$ cat config.mk
export PLATFORM = sky130hd
export DESIGN_NAME = mmio_sig_collector
export DESIGN_NICKNAME = d
export VERILOG_FILES = /design/src/rtl/mmio_sig_collector.sv
export SDC_FILE = /design/constraint.sdc
export NUM_CORES = 1
export LEC_CHECK = 0
export CAP_MARGIN = 20
export CORE_MARGIN = 2
export CORE_UTILIZATION = 50
export DETAILED_ROUTE_END_ITERATION = 10
export HOLD_SLACK_MARGIN = 0.08
export PLACE_DENSITY = 0.69
export REMOVE_ABC_BUFFERS = 1
export SLEW_MARGIN = 30
export SYNTH_ARGS = -nofsm -noshare
export SYNTH_HDL_FRONTEND = slang
export SYNTH_SLANG_ARGS = --single-unit
$ cat constraint.sdc
create_clock -name clk_i -period 16.8 [get_ports clk_i]
set_input_delay 1.68 -clock clk_i [delete_from_list [all_inputs] [get_ports clk_i]]
set_output_delay 1.68 -clock clk_i [all_outputs]
set_load 0.005 [all_outputs]
$ cat src/rtl/mmio_sig_collector.sv
//-----------------------------------------------------------------------------
// mmio_sig_collector
//
// Capture stage that sits directly behind the tiny-SoC MMIO master port.
// It decodes writes into the signature window and turns dump and stream
// writes into records tagged with a per-kind running index. Each record
// is buffered in a small FIFO together with its taint shadow. The block
// also follows the stop drain window and the SIMLEN cycle limit, and
// raises one sticky done flag that a testbench can wait on.
//
// Ports:
//   clk_i            clock
//   rst_ni           asynchronous active-low reset
//   mmio_req_i       MMIO request
//   mmio_we_i        MMIO write enable
//   mmio_addr_i      MMIO byte address (exact compare against the window)
//   mmio_wdata_i     MMIO write data
//   mmio_wdata_i_t0  taint shadow of the write data
//   simlen_i         cycle limit, 0 disables it
//   rec_valid_o      FIFO head is valid
//   rec_ready_i      consumer pops the head when valid
//   rec_kind_o       0 = int reg dump, 1 = float reg dump, 2 = reg stream
//   rec_idx_o        per-kind index of the head record
//   rec_data_o       captured data of the head record
//   rec_taint_o      captured taint of the head record
//   stop_seen_o      sticky, a stop write has been seen
//   trap_cnt_o       count of trap writes, saturating
//   drop_cnt_o       count of records lost to a full FIFO, saturating
//   done_o           sticky end-of-run flag
//-----------------------------------------------------------------------------
module mmio_sig_collector #(
    parameter int          DEPTH      = 8,
    parameter int          IDX_W      = 8,
    parameter int          STOP_DRAIN = 50,
    parameter logic [31:0] SIG_BASE   = 32'h6000_0000
) (
    input  logic              clk_i,
    input  logic              rst_ni,
    input  logic              mmio_req_i,
    input  logic              mmio_we_i,
    input  logic [31:0]       mmio_addr_i,
    input  logic [63:0]       mmio_wdata_i,
    input  logic [63:0]       mmio_wdata_i_t0,
    input  logic [31:0]       simlen_i,
    output logic              rec_valid_o,
    input  logic              rec_ready_i,
    output logic [1:0]        rec_kind_o,
    output logic [IDX_W-1:0]  rec_idx_o,
    output logic [63:0]       rec_data_o,
    output logic [63:0]       rec_taint_o,
    output logic              stop_seen_o,
    output logic [15:0]       trap_cnt_o,
    output logic [15:0]       drop_cnt_o,
    output logic              done_o
);

    localparam int PTR_W   = (DEPTH > 1) ? $clog2(DEPTH) : 1;
    localparam int CNT_W   = PTR_W + 1;
    localparam int DRAIN_W = $clog2(STOP_DRAIN + 1);

    localparam logic [1:0] KIND_INT   = 2'd0;
    localparam logic [1:0] KIND_FLOAT = 2'd1;
    localparam logic [1:0] KIND_STRM  = 2'd2;

    typedef struct packed {
        logic [1:0]       kind;
        logic [IDX_W-1:0] idx;
        logic [63:0]      data;
        logic [63:0]      taint;
    } rec_t;

    rec_t               mem [DEPTH];
    logic [PTR_W-1:0]   rd_ptr;
    logic [PTR_W-1:0]   wr_ptr;
    logic [CNT_W-1:0]   count;

    logic [IDX_W-1:0]   idx_int;
    logic [IDX_W-1:0]   idx_float;
    logic [IDX_W-1:0]   idx_strm;

    logic [DRAIN_W-1:0] drain_cnt;
    logic [31:0]        cyc_cnt;

    logic               wr_access;
    logic               hit_stop;
    logic               hit_trap;
    logic               hit_reg;
    logic               hit_freg;
    logic               hit_strm;
    logic               gated;
    logic               rec_hit;
    logic               full;
    logic               pop;
    logic               push;
    logic               drop;
    logic               done_set;
    rec_t               new_rec;
    rec_t               head;

    assign wr_access = mmio_req_i & mmio_we_i;
    assign hit_stop  = wr_access & (mmio_addr_i == SIG_BASE);
    assign hit_trap  = wr_access & (mmio_addr_i == SIG_BASE + 32'h08);
    assign hit_reg   = wr_access & (mmio_addr_i == SIG_BASE + 32'h10);
    assign hit_freg  = wr_access & (mmio_addr_i == SIG_BASE + 32'h18);
    assign hit_strm  = wr_access & (mmio_addr_i == SIG_BASE + 32'h20);

    // Once stop is seen or the run is done, only the FIFO keeps moving.
    assign gated   = stop_seen_o | done_o;
    assign rec_hit = (hit_reg | hit_freg | hit_strm) & ~gated;

    // The record carries the index value before this write bumps it.
    always_comb begin
        new_rec       = '0;
        new_rec.data  = mmio_wdata_i;
        new_rec.taint = mmio_wdata_i_t0;
        if (hit_reg) begin
            new_rec.kind = KIND_INT;
            new_rec.idx  = idx_int;
        end else if (hit_freg) begin
            new_rec.kind = KIND_FLOAT;
            new_rec.idx  = idx_float;
        end else begin
            new_rec.kind = KIND_STRM;
            new_rec.idx  = idx_strm;
        end
    end

    // A full FIFO still accepts a push when the head leaves in the same cycle.
    assign full = (count == CNT_W'(DEPTH));
    assign pop  = rec_valid_o & rec_ready_i;
    assign push = rec_hit & (~full | pop);
    assign drop = rec_hit & full & ~pop;

    // Drain reaching 1 means this is the last cycle of the stop window.
    assign done_set = (stop_seen_o & (drain_cnt == DRAIN_W'(1))) |
                      ((simlen_i != 32'd0) & (cyc_cnt == simlen_i - 32'd1));

    assign head        = mem[rd_ptr];
    assign rec_valid_o = (count != '0);
    assign rec_kind_o  = rec_valid_o ? head.kind  : '0;
    assign rec_idx_o   = rec_valid_o ? head.idx   : '0;
    assign rec_data_o  = rec_valid_o ? head.data  : '0;
    assign rec_taint_o = rec_valid_o ? head.taint : '0;

    // Storage needs no reset; the outputs are masked by rec_valid_o.
    always_ff @(posedge clk_i) begin
        if (push) begin
            mem[wr_ptr] <= new_rec;
        end
    end

    always_ff @(posedge clk_i or negedge rst_ni) begin
        if (!rst_ni) begin
            rd_ptr      <= '0;
            wr_ptr      <= '0;
            count       <= '0;
            idx_int     <= IDX_W'(1);
            idx_float   <= '0;
            idx_strm    <= '0;
            drain_cnt   <= '0;
            cyc_cnt     <= '0;
            stop_seen_o <= 1'b0;
            trap_cnt_o  <= '0;
            drop_cnt_o  <= '0;
            done_o      <= 1'b0;
        end else begin
            if (pop) begin
                rd_ptr <= rd_ptr + PTR_W'(1);
            end
            if (push) begin
                wr_ptr <= wr_ptr + PTR_W'(1);
            end
            unique case ({push, pop})
                2'b10:   count <= count + CNT_W'(1);
                2'b01:   count <= count - CNT_W'(1);
                default: count <= count;
            endcase

            // Indices advance on drops too so lost records show as gaps.
            if (rec_hit) begin
                if (hit_reg) begin
                    idx_int <= idx_int + IDX_W'(1);
                end else if (hit_freg) begin
                    idx_float <= idx_float + IDX_W'(1);
                end else begin
                    idx_strm <= idx_strm + IDX_W'(1);
                end
            end

            if (drop && drop_cnt_o != 16'hFFFF) begin
                drop_cnt_o <= drop_cnt_o + 16'd1;
            end
            if (hit_trap && !gated && trap_cnt_o != 16'hFFFF) begin
                trap_cnt_o <= trap_cnt_o + 16'd1;
            end

            if (hit_stop && !gated) begin
                stop_seen_o <= 1'b1;
                drain_cnt   <= DRAIN_W'(STOP_DRAIN);
            end else if (!done_o && drain_cnt != '0) begin
                drain_cnt <= drain_cnt - DRAIN_W'(1);
            end

            if (!done_o) begin
                cyc_cnt <= cyc_cnt + 32'd1;
            end
            if (done_set) begin
                done_o <= 1'b1;
            end
        end
    end

endmodule

Figure 1. Met4 routing (run 1).
Supply wires on this layer in grey. Cells faint in the background.
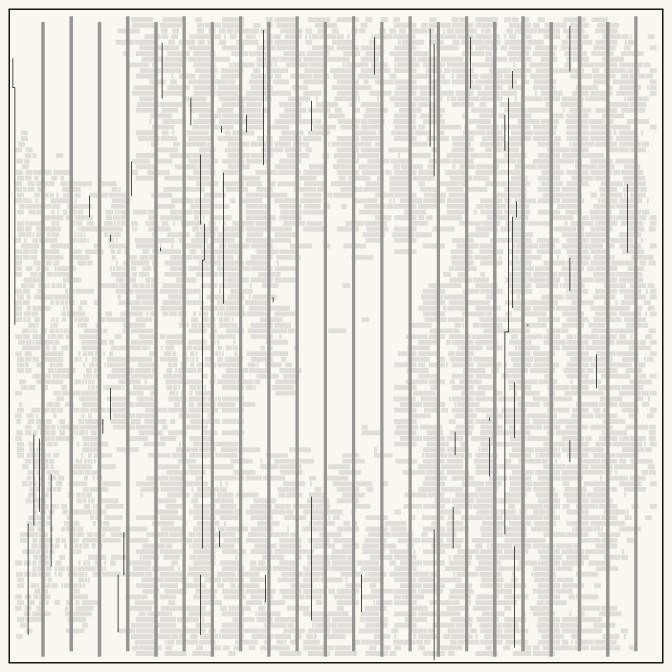
main direction: vertical
longest straight run: 139 um
nets with wire on the layer: 24

Figure 2. The metal 3 layer (run 1).
Scale bar: 100 um.
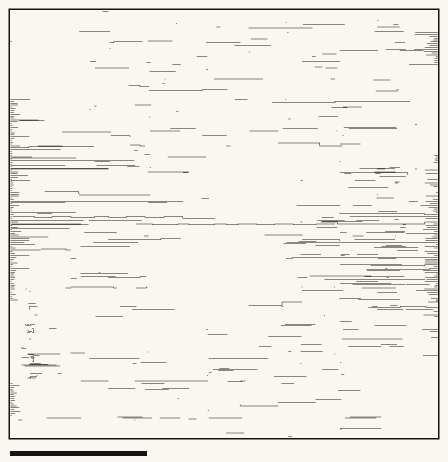
main direction: horizontal
longest straight run: 126 um
wire length on this layer: 6820 um

==> flow_summary_export.csv, run 1 <==
group,metric,value,unit
detailed_routing,avgRoutedWirePerCell,24.30,um
pwr,ir_worst_vdd,0.1270,mV
global_route,grt_max_degree,140,
timing,fin_crit,6.885,ns
global_route,grt.met3_usage,4.216,%
detailed_routing,vias,23970,
detailed_routing,met1_length,41900,um
timing,tightest_slew,0.9873,ns
pwr,pwr_density_cell,144.7,nW/um2
floorplan,io_pins,370,
clock_network,cts_buffers,117,
placement,place_congestion,0.8844,
synthesis,ys.flop_type,"edfxtp_1",
global_route,grt_use_met1,28.38,%
pwr,p_switching,2.164,mW
finish,comb_area_share,20.37,%
synthesis,netlist_area,47850,um2
outcome,status,"completed",
synthesis,synth_seq_share,74.83,%
detailed_routing,dr_wl_met2,51160,um
worst_setup_path,r2r-start,"done_o$_DFFE_PN0P_",
clock_network,cts_root_buf,"clkbuf_16",
synthesis,syn_inst,2390,
run,cap_violations,0,
placement,placed_cells,3953,
finish,antennaDiodeCount,8,
pwr,power.share.clock,31.1,%
worst_setup_path,worstSetupEndpoint,"rec_data_o[29]",
clock_network,post_cts_resized,0,
timing,post-route-period-util,40.98,%
clock_network,path_clk_slew,0.06,ns
clock_network,htree_levels,3,
hold_path,hp-class,"reg2reg",
pwr,p_int,6.085,mW
worst_setup_path,criticalPathCategory,"reg2out",
finish,nFillCells,6806,
placement,dpl-instance-area,53160,um2
worst_setup_path,arrival,5.21,ns
finish,mi_logic_area,11620,um2
worst_setup_path,crit_fanout,68,
clock_network,cts_setup_buffers,0,
global_route,use_met2,34.68,%
worst_setup_path,critPathSlowestCell,"buf_4",
placement,io_buffers,369,
synthesis,yosysMostFrequentCell,"edfxtp_1",
global_route,gr-usage-all-layers,20.84,%
synthesis,synth_warnings,0,
finish,layout-drive-gt1-share,18.05,%
detailed_routing,wl,101600,um
hold_path,holdPathStages,1,
worst_setup_path,startpoint_type,"flip-flop",
Figure 3. Placement view (run 1).
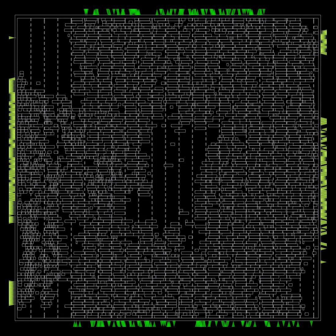
post-route insts no fill: 4181
core area: 94870 um2
flop count: 1210

Figure 4. Routed metal, one colour a layer (run 1).
Scale bar: 100 um.
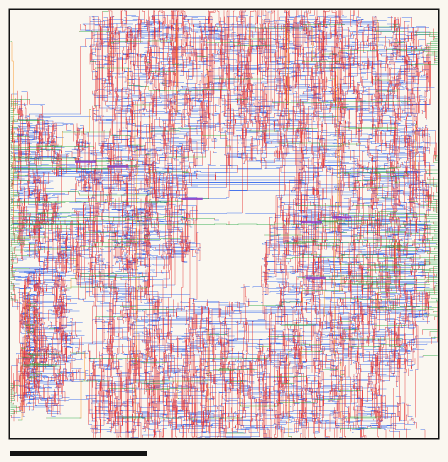
legend:
  purple:
    layer: metal 5
    wire_length: 80.0 um
  green:
    layer: metal 3
    wire_length: 6820 um
  orange:
    layer: metal 4
    wire_length: 1650 um
  blue:
    layer: metal 1
    wire_length: 41.9 mm
  red:
    layer: metal 2
    wire_length: 51.2 mm

==> run 1: kinds of logic (layout without fill, tap and decap cells) <==
family	count (synthesis)	in the layout	share of synthesized area (%)
other cells	0	8	0
fa+ha+maj	15	15	0.4079
compound gates	59	59	0.8368
flops	1210	1210	74.83
simple gates	411	411	4.173
mux	435	435	16.34
xor+xnor	131	131	2.398
buf+inv	129	647	1.017
==> run 1: state kept, by name, indices dropped and copies added (netlist names) <==
signal / count
mem: 1104
cyc_cnt: 32
drop_cnt_o: 16
trap_cnt_o: 16
idx_float: 8
idx_int: 8
idx_strm: 8
drain_cnt: 6
count: 4
rd_ptr: 3
wr_ptr: 3
done_o: 1
stop_seen_o: 1
==> run 1: power groups by stage <==
stage	Sequential [mW]	Combinational [mW]	Clock, mW
after global routing	3.36	2.51	2.75
after floorplan	3.66	1.70	0
after global placement	3.46	2.29	0
after detailed placement	3.44	2.33	0
final	3.35	2.33	2.57
after CTS	3.37	2.34	2.63
==> run 1: placed cells by master (no fill, tap or decap), types with 18 or more instances in the layout <==
cell type        synthesis  routed
buf_4                    0      29
clkbuf_1                69      28
clkbuf_16                0     121
clkdlybuf4s50_1          0     367
clkinv_1                 0      22
clkinv_2                 0      22
dfrtp_1                105     102
edfxtp_1              1104    1104
inv_1                   18      18
mux2i_1                150     150
mux4_2                 276     276
nand2_1                 55      55
nand3_1                 21      21
nand4_1                 30      30
nor2_1                 186     185
nor4_1                  21      19
xnor2_1                 94      94
xor2_1                  37      37
==> run 1: worst max-delay path: cells and delay by family (launching register included) <==
kind / cells / cell delay (ns)
buffers and inverters: 5 / 2.77
flip-flops: 1 / 0.65
multiplexers: 2 / 0.74
AND/OR/NAND/NOR: 1 / 0.12
--- run 2 (diff from run 1) ---
==> constraint.sdc (replaced) <==
create_clock -name clk_i -period 5.8 [get_ports clk_i]
set_input_delay 0.58 -clock clk_i [delete_from_list [all_inputs] [get_ports clk_i]]
set_output_delay 0.58 -clock clk_i [all_outputs]
set_load 0.005 [all_outputs]
Figure 5. The metal 3 layer (run 2).
Scale bar: 100 um.
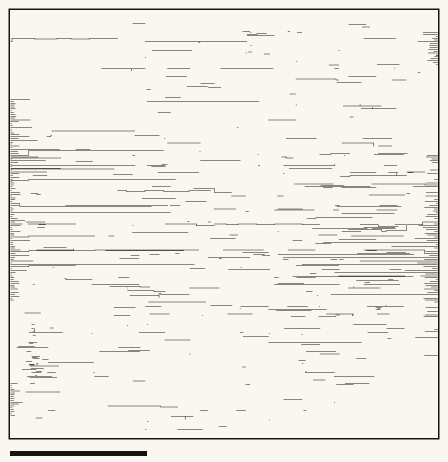
main direction: horizontal
share of all routed wire: 7.3%

Figure 6. Placement view (run 2).
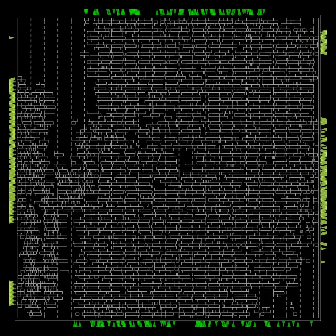
Final Core Density: 60.45%
flop share of the area: 62.45%
Fill cells: 6718
Cell Rows: 113

==> run 2 against run 1 <==
Effect of this change:
- first-iteration DRC count rose by 4.7%
- combinational power rose to 3.0 times the previous value
- clock-buffer cell count rose by 2
- critical endpoint is now rec_data_o[26]
- flip-flop count did not move
==> flow_summary_export.csv, run 2 <==
group,metric,value,unit
outcome,status,"completed",
finish,layout-drive-gt1-share,18.04,%
synthesis,netlist_area,47850,um2
synthesis,yosysMostFrequentCell,"edfxtp_1",
placement,place_congestion,0.9236,
run,cap_violations,0,
finish,largest_reg_flops,1104,
worst_setup_path,crit_fanout,34,
global_route,use_met2,35.00,%
worst_setup_path,criticalPathCategory,"reg2out",
global_route,grt_max_degree,91,
detailed_routing,met1_length,42540,um
worst_setup_path,arrival,3.71,ns
worst_setup_path,crit_family,"multiplexers",
pwr,p_int,17.55,mW
synthesis,ys.flop_type,"edfxtp_1",
detailed_routing,avgRoutedWirePerCell,24.66,um
timing,fin_crit,4.292,ns
pwr,p_switching,6.434,mW
floorplan,fp.coreArea,94870,um2
finish,layout_top_cell,"edfxtp_1",
clock_network,cts_buffers,118,
timing,post-route-period-util,74.00,%
timing,tightest_slew,0.8408,ns
synthesis,syn_inst,2390,
pwr,power.share.clock,30.7,%
detailed_routing,dr_wl_met2,51190,um
synthesis,synth_warnings,0,
worst_setup_path,critPathSlowestCell,"dfrtp_4",
global_route,grt.met3_usage,4.803,%
global_route,gr-usage-all-layers,21.17,%
floorplan,io_pins,370,
finish,reg_top3,"mem: 1104 flops, cyc_cnt: 32 flops",
clock_network,path_clk_slew,0.06,ns
detailed_routing,wl,103200,um
clock_network,cts_root_buf,"clkbuf_16",
clock_network,post_cts_resized,0,
placement,dpl-instance-area,53610,um2
clock_network,cts_setup_buffers,0,
finish,regMostFlops,"mem",
[run 2: worst reg2reg max path: cells and delay by family, from the launching register on]
kind / cells / cell delay, ns
flops: 1 / 0.51
buf+inv: 2 / 0.55
simple gates: 5 / 1.96
[run 2: layout make-up]
| type | instances | area, um2 | area share (%) |
|---|---|---|---|
| clock inverter | 66 | 575.6 | 1.004 |
| multi-input combinational | 1051 | 11620 | 20.27 |
| timing repair buffer | 419 | 4531 | 7.900 |
| tap | 1265 | 1583 | 2.760 |
| antenna | 4 | 10.01 | 0.01745 |
| inverter | 18 | 67.56 | 0.1178 |
| sequential | 1210 | 35820 | 62.45 |
| clock buffer | 152 | 3143 | 5.480 |
[run 2: cell families after synthesis]
group | Yosys count | synth area share [%]
fa+ha+maj | 15 | 0.4079
flops | 1210 | 74.83
simple gates | 411 | 4.173
xor+xnor | 131 | 2.398
mux | 435 | 16.34
compound gates | 59 | 0.8368
buf+inv | 129 | 1.017
[run 2: worst max path at each step]
stage,from,end,slack (ns)
floorplan,mmio_addr_i[28],mem[1][0]$_DFFE_PP_,-11.07
global placement,mmio_addr_i[22],mem[5][69]$_DFFE_PP_,1.48
detailed placement,mmio_addr_i[18],mem[5][68]$_DFFE_PP_,1.47
CTS,rd_ptr[0]$_DFFE_PN0P_,rec_data_o[26],1.41
global route,rd_ptr[0]$_DFFE_PN0P_,rec_data_o[26],1.25
finish,rd_ptr[0]$_DFFE_PN0P_,rec_data_o[26],1.51
[run 2: power by group through the flow]
stage | clock, mW | sequential, mW | combinational (mW)
4_1_cts | 7.53 | 9.75 | 7.04
3_3_place_gp | 0 | 10.0 | 6.83
3_5_place_dp | 0 | 9.93 | 7.01
2_1_floorplan | 0 | 10.4 | 3.97
5_1_grt | 7.84 | 9.75 | 7.40
6_report | 7.36 | 9.74 | 6.89
--- run 3 (diff from run 2) ---
--- a/config.mk
+++ b/config.mk
@@ -10,7 +10,7 @@
 export CORE_UTILIZATION = 50
 export DETAILED_ROUTE_END_ITERATION = 10
 export HOLD_SLACK_MARGIN = 0.08
-export PLACE_DENSITY = 0.69
+export PLACE_DENSITY = 0.66
 export REMOVE_ABC_BUFFERS = 1
 export SLEW_MARGIN = 30
 export SYNTH_ARGS = -nofsm -noshare
==> constraint.sdc (replaced) <==
create_clock -name clk_i -period 3.95 [get_ports clk_i]
set_input_delay 0.395 -clock clk_i [delete_from_list [all_inputs] [get_ports clk_i]]
set_output_delay 0.395 -clock clk_i [all_outputs]
set_load 0.005 [all_outputs]
Figure 7. Placement view (run 3).
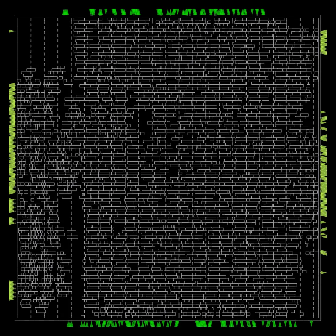
Final Core Density: 61.18%
Fill cells: 6613
flop share of the area: 61.71%
post-route insts no fill: 4223
Tapcells: 1265

Figure 8. Met4 routing (run 3).
Supply wires on this layer in grey. Cells faint in the background.
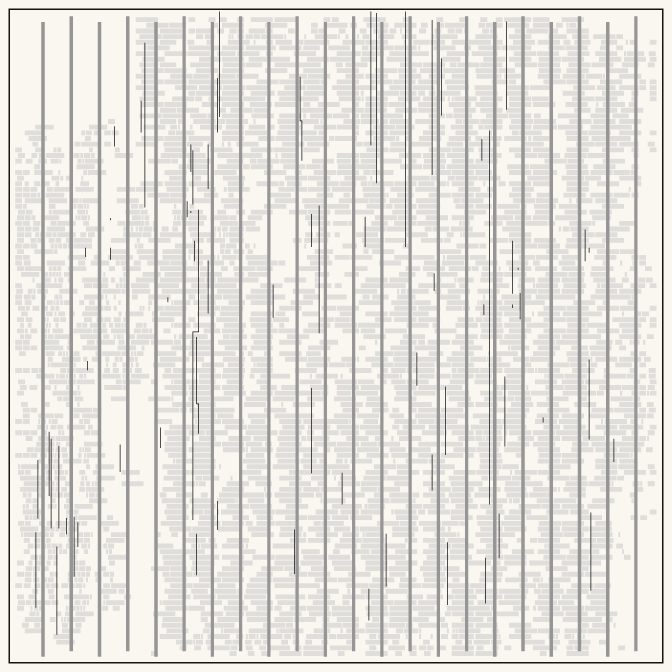
wirelength, routed: 104700 um
DR vias: 24.25k

==> run 3 against run 2 <==
Effect of this change:
- synthesized cell count stayed put
- cell count is 0.91% higher
- clock power up 55%
- utilization is 0.73 points higher
- sequential power rose by 46%
- critical path type unchanged
- clock skew shrank 0.014 ns
- critical endpoint is now rec_taint_o[27]
- worst hold slack got worse by 0.19 ns
- sequential share of layout area down 0.74 points
==> flow_summary_export.csv, run 3 <==
group,metric,value,unit
finish,n_clock_buffer,138,
run,cap_violations,0,
finish,buf_share,8.534,%
finish,layout_top_cell,"edfxtp_1",
timing,max_freq,271.3,MHz
synthesis,yosysMostFrequentCell,"edfxtp_1",
placement,dpl-instance-area,54020,um2
clock_network,post_cts_resized,0,
worst_setup_path,startpoint_type,"flip-flop",
synthesis,syn_avg_cell_area,20.02,um2
finish,clock_area_share,6.881,%
pwr,ir_worst_vdd,0.5460,mV
detailed_routing,met1_length,43760,um
finish,register_area,35820,um2
finish,lay_top_cells,"edfxtp_1, clkdlybuf4s50_1, mux4_2, nor2_1, mux2i_1",
worst_setup_path,critPathSlowestCell,"dfrtp_4",
clock_network,cts_buffers,119,
synthesis,yosys_area,47850,um2
synthesis,syn_inst,2390,
floorplan,io_pins,370,
clock_network,path_clk_slew,0.06,ns
global_route,grt_max_degree,93,
worst_setup_path,arrival,3.29,ns
finish,nMultiInputCombCells,1051,
placement,io_buffers,369,
worst_setup_path,crit_fanout,88,
clock_network,cts_setup_buffers,0,
placement,place_congestion,0.8557,
clock_network,cts_root_buf,"clkbuf_16",
finish,areaGrowthSynthToFinish,21.30,%
finish,seq_cells,1210,
run,warning_count,28,
floorplan,std_cell_rows,113,
detailed_routing,wl_met3,6113,um
worst_setup_path,crit_family,"buffers and inverters",
finish,largest_reg_flops,1104,
outcome,status,"completed",
finish,layout-drive-gt1-share,19.67,%
finish,n_all_buffers,453,
detailed_routing,avgRoutedWirePerCell,24.79,um
finish,inverters_excl_clock,18,
synthesis,synth_warnings,0,
floorplan,fp.coreArea,94870,um2
synthesis,top_area_share,69.28,%
pwr,pwr_density_cell,619.1,nW/um2
worst_setup_path,criticalPathCategory,"reg2out",
hold_path,hp-class,"in2async",
placement,placed_cells,3996,
clock_network,htree_levels,3,
worst_setup_path,timing.critical_path.buf_inv,2,
finish,largest_class,"flip-flops and latches",
timing,fin_crit,3.686,ns
worst_setup_path,required,3.56,ns
synthesis,ys.flop_type,"edfxtp_1",
synthesis,synth_seq_share,74.83,%
finish,comb_area_share,20.02,%
synthesis,netlist_area,47850,um2
global_route,gr-usage-all-layers,21.55,%
finish,mi_logic_area,11620,um2
finish,antennaDiodeCount,4,
## run 3: netlist changes by cell type in the layout (fill, tap and decap cells not counted), moves of 2 or more
| cell | change |
|---|---|
| buf_4 | +20 |
| clkinvlp_4 | +2 |
| clkbuf_8 | +3 |
| clkinv_2 | +7 |
| clkbuf_1 | -18 |
| buf_12 | +15 |
| bufinv_16 | +7 |
## run 3: cells by family (layout without fill, tap and decap cells)
kind of cell,count (synthesis),count (layout),share of synthesized area [%]
buffers and inverters,129,693,1.017
adder cells (fa/ha/maj),15,15,0.4079
AND-OR/OR-AND,59,59,0.8368
other,0,4,0
flip-flops,1210,1210,74.83
AND/OR/NAND/NOR,411,411,4.173
XOR/XNOR,131,131,2.398
multiplexers,435,435,16.34
## run 3: worst paths after layout
path / slack (ns) / endpoint / cells after the start / from
setup / recovery: 0.26 / rec_taint_o[27] / 5 / rd_ptr[1]$_DFFE_PN0P_
hold / removal: 0.29 / drain_cnt[5]$_DFFE_PN0P_ / 2 / rst_ni
setup reg to reg: 0.91 / mem[6][94]$_DFFE_PP_ / 8 / stop_seen_o$_DFFE_PN0P_
hold reg to reg: 0.47 / idx_float[7]$_DFFE_PN0P_ / 1 / idx_float[7]$_DFFE_PN0P_
max in group asynchronous: 2.76 / cyc_cnt[25]$_DFFE_PN0N_ / 3 / rst_ni
min in group clk_i: 0.39 / rd_ptr[2]$_DFFE_PN0P_ / 3 / rec_ready_i
## run 3: routing by layer
layer  vias up  GRT usage, %
li1      10610             -
met1     12810         29.43
met2       662         36.08
met3       162         4.189
met4        20         5.415
met5         -             0
## run 3: where the power goes
part | total, mW | internal (mW) | switching [mW]
clock | 11.4 | 6.72 | 4.68
combinational | 10.3 | 5.68 | 4.64
sequential | 14.2 | 14.0 | 0.211
Power and IR drop assume default switching activity.
